### Power grid, run 1

Bar = 20 µm. Pins as bars on the die edge. Tap cells in gray.
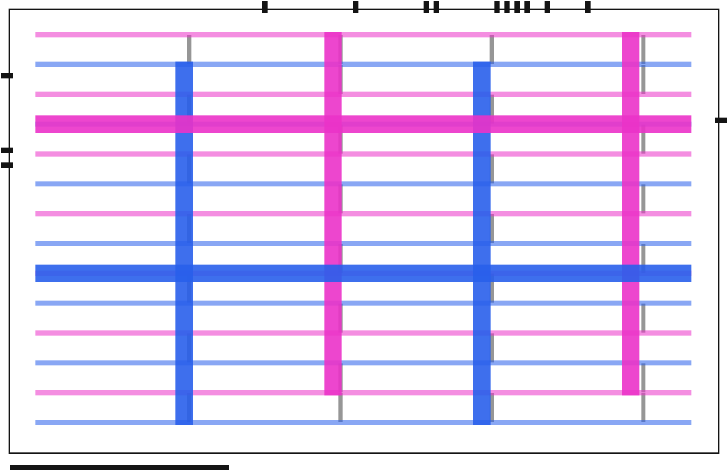
### Cell placement, run 1

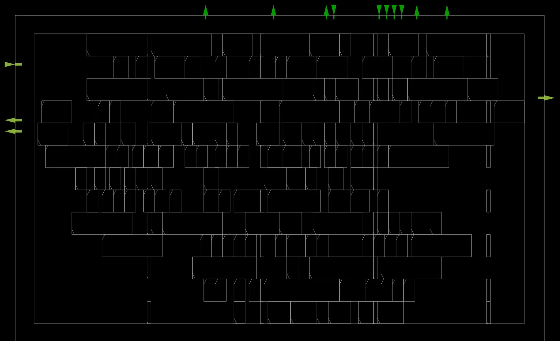
### Signal metal coverage by tile, run 1

The die is cut into 13 by 8 equal tiles; dark blue is low, red is high, scaled to the fullest tile. Values are wire area over tile area, all layers added.
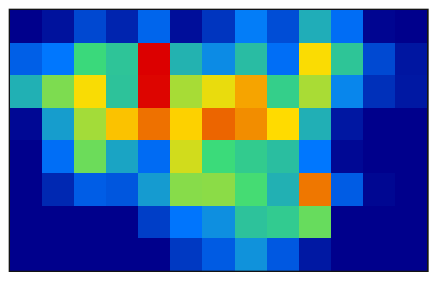
<file path="src/rtl/reset_seq_pkg.sv">
// Shared definitions for the staged reset sequencer: FSM states and cause bit indices.
package reset_seq_pkg;

  typedef enum logic [1:0] {
    ST_HOLD    = 2'd0,
    ST_RELEASE = 2'd1,
    ST_RUN     = 2'd2
  } state_e;

  localparam int unsigned CAUSE_EXT      = 0;
  localparam int unsigned CAUSE_LOCK     = 1;
  localparam int unsigned CAUSE_REQ_BASE = 2;

  function automatic int unsigned max_u(input int unsigned a, input int unsigned b);
    return (a > b) ? a : b;
  endfunction

endpackage

</file>
<file path="src/rtl/reset_seq_timer.sv">
// Clearable up-counter with terminal-count compare, shared by the hold and inter-stage gap phases.
module reset_seq_timer #(
  parameter int unsigned CW = 5
) (
  input  logic          clk_i,
  input  logic          rst_i,
  input  logic          clr_i,
  input  logic          inc_i,
  input  logic [CW-1:0] limit_i,
  output logic          tc_o
);

  logic [CW-1:0] count_q;

  always_ff @(posedge clk_i) begin
    if (rst_i || clr_i) begin
      count_q <= '0;
    end else if (inc_i) begin
      count_q <= count_q + CW'(1);
    end
  end

  // Flags the edge on which an increment would reach the limit; the owner clears instead,
  // so the count never exceeds limit-1 and cannot wrap.
  assign tc_o = (count_q == (limit_i - CW'(1)));

endmodule

</file>
<file path="src/rtl/reset_sequencer.sv">
// Staged reset controller: asserts all stage resets together, releases them in order after a
// clean hold period, and records sticky reset causes.
module reset_sequencer
  import reset_seq_pkg::*;
#(
  parameter int unsigned N_STAGES    = 3,
  parameter int unsigned N_REQ       = 2,
  parameter int unsigned HOLD_CYCLES = 16,
  parameter int unsigned STAGE_GAP   = 4
) (
  input  logic                clk_i,
  input  logic                rst_i,
  input  logic                lock_i,
  input  logic [N_REQ-1:0]    req_i,
  input  logic                cause_clr_i,
  output logic [N_STAGES-1:0] rst_o,
  output logic                done_o,
  output logic [N_REQ+1:0]    cause_o
);

  localparam int unsigned CNT_W   = $clog2(max_u(HOLD_CYCLES, STAGE_GAP) + 1);
  localparam int unsigned IDX_W   = (N_STAGES > 1) ? $clog2(N_STAGES) : 1;
  localparam int unsigned CAUSE_W = N_REQ + 2;

  state_e               state_q, state_d;
  logic [IDX_W-1:0]     stage_q, stage_d;
  logic [N_STAGES-1:0]  rst_q, rst_d;
  logic                 done_q, done_d;
  logic [CAUSE_W-1:0]   cause_q, cause_set;

  logic                 clean;
  logic                 tmr_clr, tmr_inc, tmr_tc;
  logic [CNT_W-1:0]     tmr_limit;

  assign clean = lock_i && (req_i == '0);

  reset_seq_timer #(
    .CW (CNT_W)
  ) u_timer (
    .clk_i   (clk_i),
    .rst_i   (rst_i),
    .clr_i   (tmr_clr),
    .inc_i   (tmr_inc),
    .limit_i (tmr_limit),
    .tc_o    (tmr_tc)
  );

  always_comb begin
    state_d   = state_q;
    stage_d   = stage_q;
    rst_d     = rst_q;
    done_d    = done_q;
    tmr_clr   = 1'b0;
    tmr_inc   = 1'b0;
    tmr_limit = CNT_W'(HOLD_CYCLES);

    unique case (state_q)
      ST_HOLD: begin
        tmr_limit = CNT_W'(HOLD_CYCLES);
        if (!clean) begin
          tmr_clr = 1'b1;
        end else if (tmr_tc) begin
          tmr_clr  = 1'b1;
          rst_d[0] = 1'b0;
          if (N_STAGES == 1) begin
            state_d = ST_RUN;
            done_d  = 1'b1;
          end else begin
            state_d = ST_RELEASE;
            stage_d = IDX_W'(1);
          end
        end else begin
          tmr_inc = 1'b1;
        end
      end

      ST_RELEASE: begin
        tmr_limit = CNT_W'(STAGE_GAP);
        // Abort is tested first so a coincident release is suppressed.
        if (!clean) begin
          tmr_clr = 1'b1;
          rst_d   = '1;
          done_d  = 1'b0;
          stage_d = '0;
          state_d = ST_HOLD;
        end else if (tmr_tc) begin
          tmr_clr = 1'b1;
          for (int unsigned k = 0; k < N_STAGES; k++) begin
            if (IDX_W'(k) == stage_q) rst_d[k] = 1'b0;
          end
          if (stage_q == IDX_W'(N_STAGES - 1)) begin
            state_d = ST_RUN;
            done_d  = 1'b1;
            stage_d = '0;
          end else begin
            stage_d = stage_q + IDX_W'(1);
          end
        end else begin
          tmr_inc = 1'b1;
        end
      end

      ST_RUN: begin
        if (!clean) begin
          tmr_clr = 1'b1;
          rst_d   = '1;
          done_d  = 1'b0;
          stage_d = '0;
          state_d = ST_HOLD;
        end
      end

      default: begin
        tmr_clr = 1'b1;
        rst_d   = '1;
        done_d  = 1'b0;
        stage_d = '0;
        state_d = ST_HOLD;
      end
    endcase
  end

  always_comb begin
    cause_set                               = '0;
    cause_set[CAUSE_LOCK]                   = !lock_i;
    cause_set[CAUSE_REQ_BASE +: N_REQ]      = req_i;
  end

  always_ff @(posedge clk_i) begin
    if (rst_i) begin
      state_q <= ST_HOLD;
      stage_q <= '0;
      rst_q   <= '1;
      done_q  <= 1'b0;
    end else begin
      state_q <= state_d;
      stage_q <= stage_d;
      rst_q   <= rst_d;
      done_q  <= done_d;
    end
  end

  // A cause raised in the same cycle as a clear survives it.
  always_ff @(posedge clk_i) begin
    if (rst_i) begin
      cause_q            <= '0;
      cause_q[CAUSE_EXT] <= 1'b1;
    end else begin
      cause_q <= (cause_clr_i ? '0 : cause_q) | cause_set;
    end
  end

  assign rst_o   = rst_q;
  assign done_o  = done_q;
  assign cause_o = cause_q;

endmodule

</file>
<file path="config.mk">
export PLATFORM = sky130hd
export DESIGN_NAME = reset_sequencer
export DESIGN_NICKNAME = d
export VERILOG_FILES = /design/src/rtl/reset_seq_pkg.sv /design/src/rtl/reset_seq_timer.sv /design/src/rtl/reset_sequencer.sv
export SDC_FILE = /design/constraint.sdc
export NUM_CORES = 1
export LEC_CHECK = 0
export ABC_AREA = 1
export CAP_MARGIN = 25
export CORE_ASPECT_RATIO = 0.6
export CORE_MARGIN = 2
export CORE_UTILIZATION = 40
export CTS_CLUSTER_DIAMETER = 200
export DETAILED_ROUTE_END_ITERATION = 16
export PLACE_DENSITY = 0.65
export SETUP_SLACK_MARGIN = 0.02
export SYNTH_ARGS = -nofsm -noshare
export SYNTH_HDL_FRONTEND = slang
export SYNTH_SLANG_ARGS = --single-unit
</file>
<file path="constraint.sdc">
create_clock -name clk_i -period 1.5 [get_ports clk_i]
set_input_delay 0.15 -clock clk_i [delete_from_list [all_inputs] [get_ports clk_i]]
set_output_delay 0.15 -clock clk_i [all_outputs]
set_load 0.01 [all_outputs]
</file>
==> Slide: Implementation Results, run 1 <==
Run Summary

Flow run
  • Max-Cap Viols: 0

Detailed routing
  • Via count: between 700 and 800
  • Met3 WL post-DR: approximately 95 µm
  • Drt total wl: approximately 1700 µm
  • WL per Instance: roughly 9.3 µm

Run status
  • Outcome: complete, no violations

Worst hold path
  • Hold EP: cause_o[0]
  • Hold depth: 2

Timing
  • Final clock skew: 0.00510 ns
  • Slew Limit Fails: 0
  • Hold Fails Final Rpt: 0
  • Final period util: 92.3%
  • Tmin final: about 1.4 ns

Layout
  • Comb area share: between 40% and 50%
  • Data buffer area share: between 15 and 20%
  • Fill cell total of the finished layout: between 200 and 250
  • Max reg flops: 5
  • MI comb cells: between 90 and 100

Setup path
  • Worst stage delay on the critical path: 0.38 ns
  • CP Class: flip-flop to flip-flop
  • Critical Path Stages: 8
  • Startpoint types: flip-flop
  • Crit path max-delay cell type: dfxtp_2
  • Reg-to-reg slack, setup: roughly 0.12 ns

Synthesis
  • Netlist cell types: 20
  • Yosys warns: 0
  • Top cell area share: ~39%
  • Synthesized area: 880 µm²
  • Cell with the most instances after synthesis: nand2_1
  • Post-synth top area cell: dfxtp_1
  • Ys async rst share: 0%

Placement
  • Dpl cells: approximately 180
  • Post-DP HPWL: ~1400 µm
  • Port Buffer Count: 13

Global routing
  • Top Usage Layer GRT: met2

Clock tree
  • # hold bufs at CTS: 0
  • Root Driver: clkbuf_4

Power and ir drop
  • Comb power frac: 9.2%
  • Reg power frac: a little under 60%
  • Total power: around 0.00078 W

Floorplanning
  • I/O Pins: 14
  • TAP cells: 30
## Picture notes: 'Power grid'
legend:
  blue:
    net: VSS
  magenta:
    net: VDD
met4 straps: 4
signal pins: 14
met5 straps: 2
met1 rails: 14
rows: 13
chip height: 40.3 µm
Max VDD drop: 0.354 mV
core area: 0.00211 mm²
Die Wd: 64.5 µm

## Picture notes: 'Cell placement'
Finished Layout Cells: 184
FP Rows: 13
flop count: 17

## Picture notes: 'Signal metal coverage by tile'
emptiest ninth of the die: bottom left
tiles over half the peak: 22%
mean over tiles: 0.11

[run 1: power by group through the flow]
stage	sequential (W)	clock (W)	combinational, W
floorplan	0.000476	0	0.0000257
global placement	0.000472	0	0.0000682
detailed placement	0.000472	0	0.0000689
CTS	0.000462	0.000259	0.0000691
global route	0.000463	0.000283	0.0000777
finish	0.000462	0.000243	0.0000717
[run 1: placed cells by master, fill, tap and decap left out]
master and count:
inv_2 6, a21oi_1 5, dfxtp_1 15, inv_4 1, nand2_8 1, clkdlybuf4s50_1 13, nor2_1 19, buf_4 7
o21ai_4 1, nand3_4 1, clkinv_2 1, nand2_1 41, xor2_1 3, nand3_2 1, o21ai_0 2, nor2_4 1
nand3_1 7, clkbuf_4 3, o21ai_1 2, inv_1 14, nor3b_2 1, dfxtp_2 2, xnor2_1 1, nand2_2 2
nor2_2 3, ha_4 1
--- run 2 (diff from run 1) ---
Settings changed: CORE_ASPECT_RATIO 0.6 to default, CORE_UTILIZATION 40 to 50, PLACE_DENSITY 0.65 to 0.78.
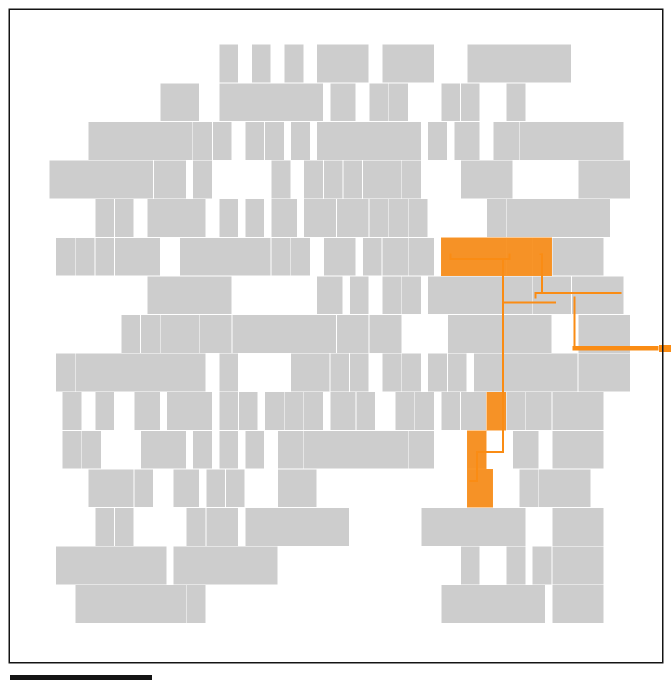
*Port wiring, run 2*
Bar = 10 µm.
legend:
  orange:
    port: rst_i
    bits: 1
    direction: input
    edge: right
    end_cells: 6
    buffers: 2
    wire: 44.9 µm

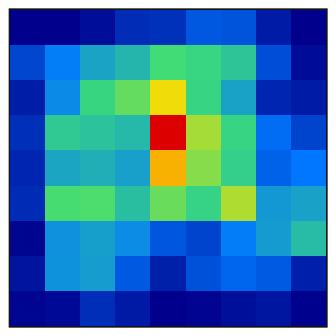
*Signal metal coverage by tile, run 2*
The die is cut into 9 by 9 equal tiles; dark blue is low, red is high, scaled to the fullest tile. Values are wire area over tile area, all layers added.
fullest tile: 0.49
tiles over half the peak: 14%
densest ninth of the die: middle
drt total wl: 1770 µm
via count: 823
WL per Instance: 10.6 µm
GRT Total Usage: 19.2%

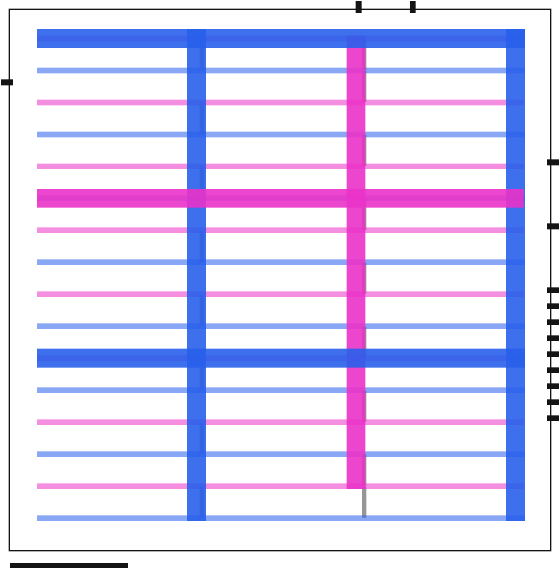
*Power grid, run 2*
Bar = 10 µm. Pins as bars on the die edge. Tap cells in gray.
legend:
  magenta:
    net: VDD
  blue:
    net: VSS
met1 rails: 16
signal pins: 14
met4 straps: 3
met5 straps: 3
tap cells: 17
Die Wd: 45.9 µm
core area: 0.00169 mm²

==> run 2 against run 1 <==
Against the previous run:
- combinational power fell by 5.4%
- core utilization rose by 11 points
- first-iteration DRC count fell by 89%
- clock power fell by 2%
- critical path depth did not move
- critical path type unchanged
==> Slide: Implementation Results, run 2 <==
Run Summary

Layout
  • MI comb cells: 92 (unchanged)
  • Top cells excl fill/tap: nand2_1 (40), nor2_1 (18), dfxtp_1 (15)
  • Comb area share: 43.9% (+2.0 points)
  • Most frequent logic cell in the layout: nand2_1
  • Flop count: 17 (unchanged)
  • Data buffer area share: 13.7% (-2.1 points)
  • Max reg flops: 5 (unchanged)

Synthesis
  • Cell with the most instances after synthesis: nand2_1
  • Top cell area share: 38.7% (unchanged)
  • Synthesized area: 880 µm² (unchanged)
  • Yosys warns: 0 (unchanged)
  • Ys async rst share: 0% (unchanged)

Detailed routing
  • Met3 WL post-DR: 62 µm (-35%)

Setup path
  • Critical Path Stages: 8 (unchanged)
  • Reg-to-reg slack, setup: 0.12 ns (about the same)
  • Crit path max-delay cell type: dfxtp_2
  • CP Class: flip-flop to flip-flop
  • Worst stage delay on the critical path: 0.37 ns (about the same)

Floorplanning
  • TAP cells: 17 (-43%)
  • FP Rows: 15 (+2)

Global routing
  • Top Usage Layer GRT: met2

Placement
  • Post-DP HPWL: 1310 µm (-4.3%)

Timing
  • Final period util: 92.3% (about the same)
  • Slew Limit Fails: 0 (unchanged)
  • Final clock skew: 0.0135 ns (+0.00841 ns)
  • Tmin final: 1.38 ns (+0.000230 ns)

Worst hold path
  • Hold EP: cause_o[0]

Clock tree
  • # hold bufs at CTS: 0 (unchanged)

Run status
  • Outcome: complete, no violations

Flow run
  • Max-Cap Viols: 0 (unchanged)
run 2: cell counts after synthesis:
Identical to the previous run, type by type.
run 2: through the flow:
step,setup slack [ns],cell area [µm²],cells,util (%)
after CTS,0.0464,1070,165,63.4
final,0.115,1110,167,66.0
after detailed placement,-0.0572,1040,161,61.5
after floorplan,0.197,880,130,-
after global routing,0.0183,1110,167,66.0
after global placement,-0.00148,1040,161,61.5
run 2: cells by family after synthesis:
| group | after synthesis |
|---|---|
| AND-OR/OR-AND | 10 |
| buffers and inverters | 21 |
| AND/OR/NAND/NOR | 77 |
| flip-flops | 17 |
| adder cells (fa/ha/maj) | 1 |
| XOR/XNOR | 4 |
run 2: where the power goes:
part	internal, W	switching (W)	leakage (nW)
registers	0.000458	0.00000325	0.139
logic	0.0000342	0.0000336	0.323
clock network	0.0000992	0.000139	0.0177
--- run 3 (diff from run 2) ---
Settings changed: ABC_AREA 1 to default, PLACE_DENSITY 0.78 to 0.77, SETUP_SLACK_MARGIN 0.02 to 0.2.
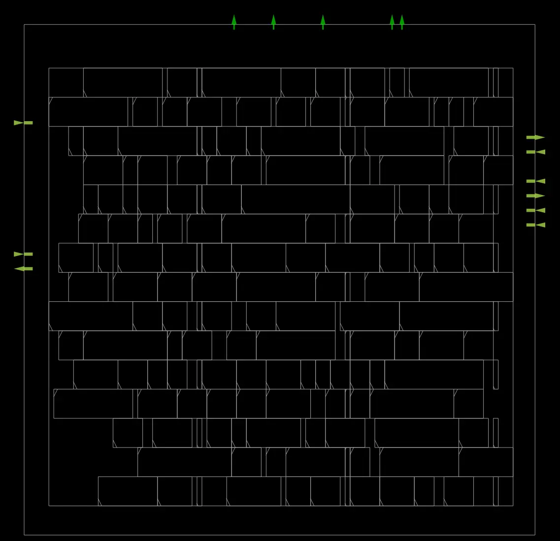
*Cell placement, run 3*
core area: 0.00176 mm²
Finished Layout Cells: 174
FP Rows: 15
flop share of the area: 23.5%

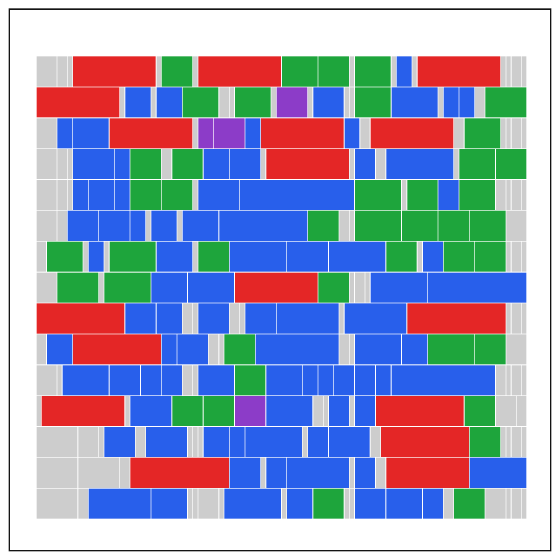
*Placement by cell class, run 3*
Fill, decap, tap and diode cells in gray.
legend:
  purple:
    class: clock drivers and dummy loads
    cells: 4
  green:
    class: remaining buffers and delay cells
    cells: 42
  red:
    class: registers
    cells: 17
  blue:
    class: remaining logic cells
    cells: 86
Finished Cell Area: 0.00150 mm²
fin util: 85.2%

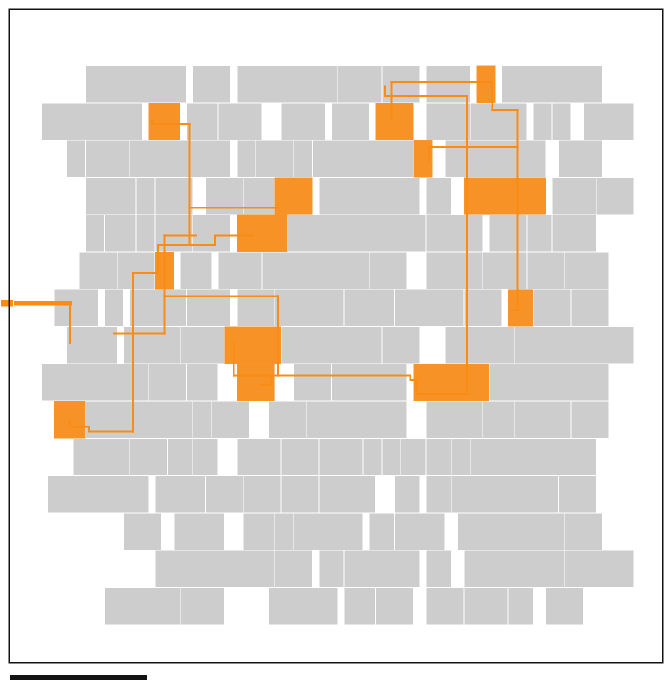
*Port wiring, run 3*
Bar = 10 µm.
legend:
  orange:
    port: rst_i
    bits: 1
    direction: input
    edge: left
    end_cells: 13
    buffers: 3
    wire: 168 µm

==> run 3 against run 2 <==
Against the previous run:
- the flow now finishes with violations (negative setup slack)
- clock skew down 0.0019 ns
- die size rose by 7.3%
- non-clock buffer count is 26 higher
- synthesized area rose by 8.0%
- critical path type unchanged
- largest power group unchanged
==> Slide: Implementation Results, run 3 <==
Run Summary

Run status
  • Outcome: finished with violations
  • Failing checks: negative setup slack

Placement
  • Dpl cells: 161 (unchanged)
  • Placed Area: 0.00128 mm² (+23%)
  • Post-DP HPWL: 1850 µm (+41%)
  • Dpl ws: -0.390 ns (-0.332 ns)

Timing
  • Final clock skew: 0.0116 ns (-0.00189 ns)
  • Setup WS post-layout: -0.0582 ns (-0.174 ns)
  • Final Setup Violations: 3
  • Tmin final: 1.56 ns (+0.174 ns)
  • Slew Limit Fails: 0 (unchanged)
  • Final period util: 104% (+12 points)

Worst hold path
  • Hold EP: cause_o[3]

Floorplanning
  • Die Wd: 47.6 µm (+3.6%)
  • Init Core Util: a little over half

Synthesis
  • Synthesized area: 950 µm² (+8.0%)
  • Ys async rst share: 0% (unchanged)
  • Cell with the most instances after synthesis: dfxtp_1
  • Top cell area share: 35.8% (-2.9 points)
  • Yosys warns: 0 (unchanged)

Global routing
  • Top Usage Layer GRT: met2
  • GRT Total Usage: 28.0% (+8.9 points)
  • Routing usage on met1: 35.8%

Clock tree
  • # hold bufs at CTS: 0 (unchanged)

Layout
  • Top cells excl fill/tap: buf_4 (24), dfxtp_1 (11), dlygate4sd2_1 (11)
  • Most frequent logic cell in the layout: buf_4
  • Max reg flops: 5 (unchanged)

Setup path
  • Reg-to-reg slack, setup: -0.06 ns (-0.17 ns)
  • CP Class: flip-flop to flip-flop

Detailed routing
  • Met3 WL post-DR: 157 µm (+150%)
  • Drt total wl: 3030 µm (+71%)
  • WL per Instance: 17.4 µm (+64%)

Power and ir drop
  • Seq pwr: 0.000458 W (-0.9%)
  • P_int: 0.000608 W (+2.7%)
  • Top pwr grp: sequential cells
  • Comb group: 0.0000969 W (+43%)
  • Sw Share: 24.4% (+1.5 points)

Flow run
  • Max-Cap Viols: 0 (unchanged)
-- run 3: cell types whose count changed after synthesis, moves of 4 or more --
cell	previous run	this run
a21oi_1	5	10
inv_1	14	2
inv_2	6	0
mux2i_1	0	4
nand2_1	41	10
nand2b_1	0	6
nand3_1	7	2
nor2_1	19	5
o211ai_1	0	5
-- run 3: cell type report --
cell class              count  area (µm²)
fillers                   104         260
multi-input cells          84         733
clock buffers               4        26.3
inverters                   2        7.51
well taps                  25        31.3
repair buffers             42         353
flip-flops and latches     17         353
-- run 3: critical path: stages (launching register included) --
cell and delay [ns]:
dfxtp_2 0.35, or4b_4 0.57, o41ai_4 0.27, buf_4 0.19
o22ai_1 0.07
Power figures rest on the tool's default switching activity, not on a simulated workload.
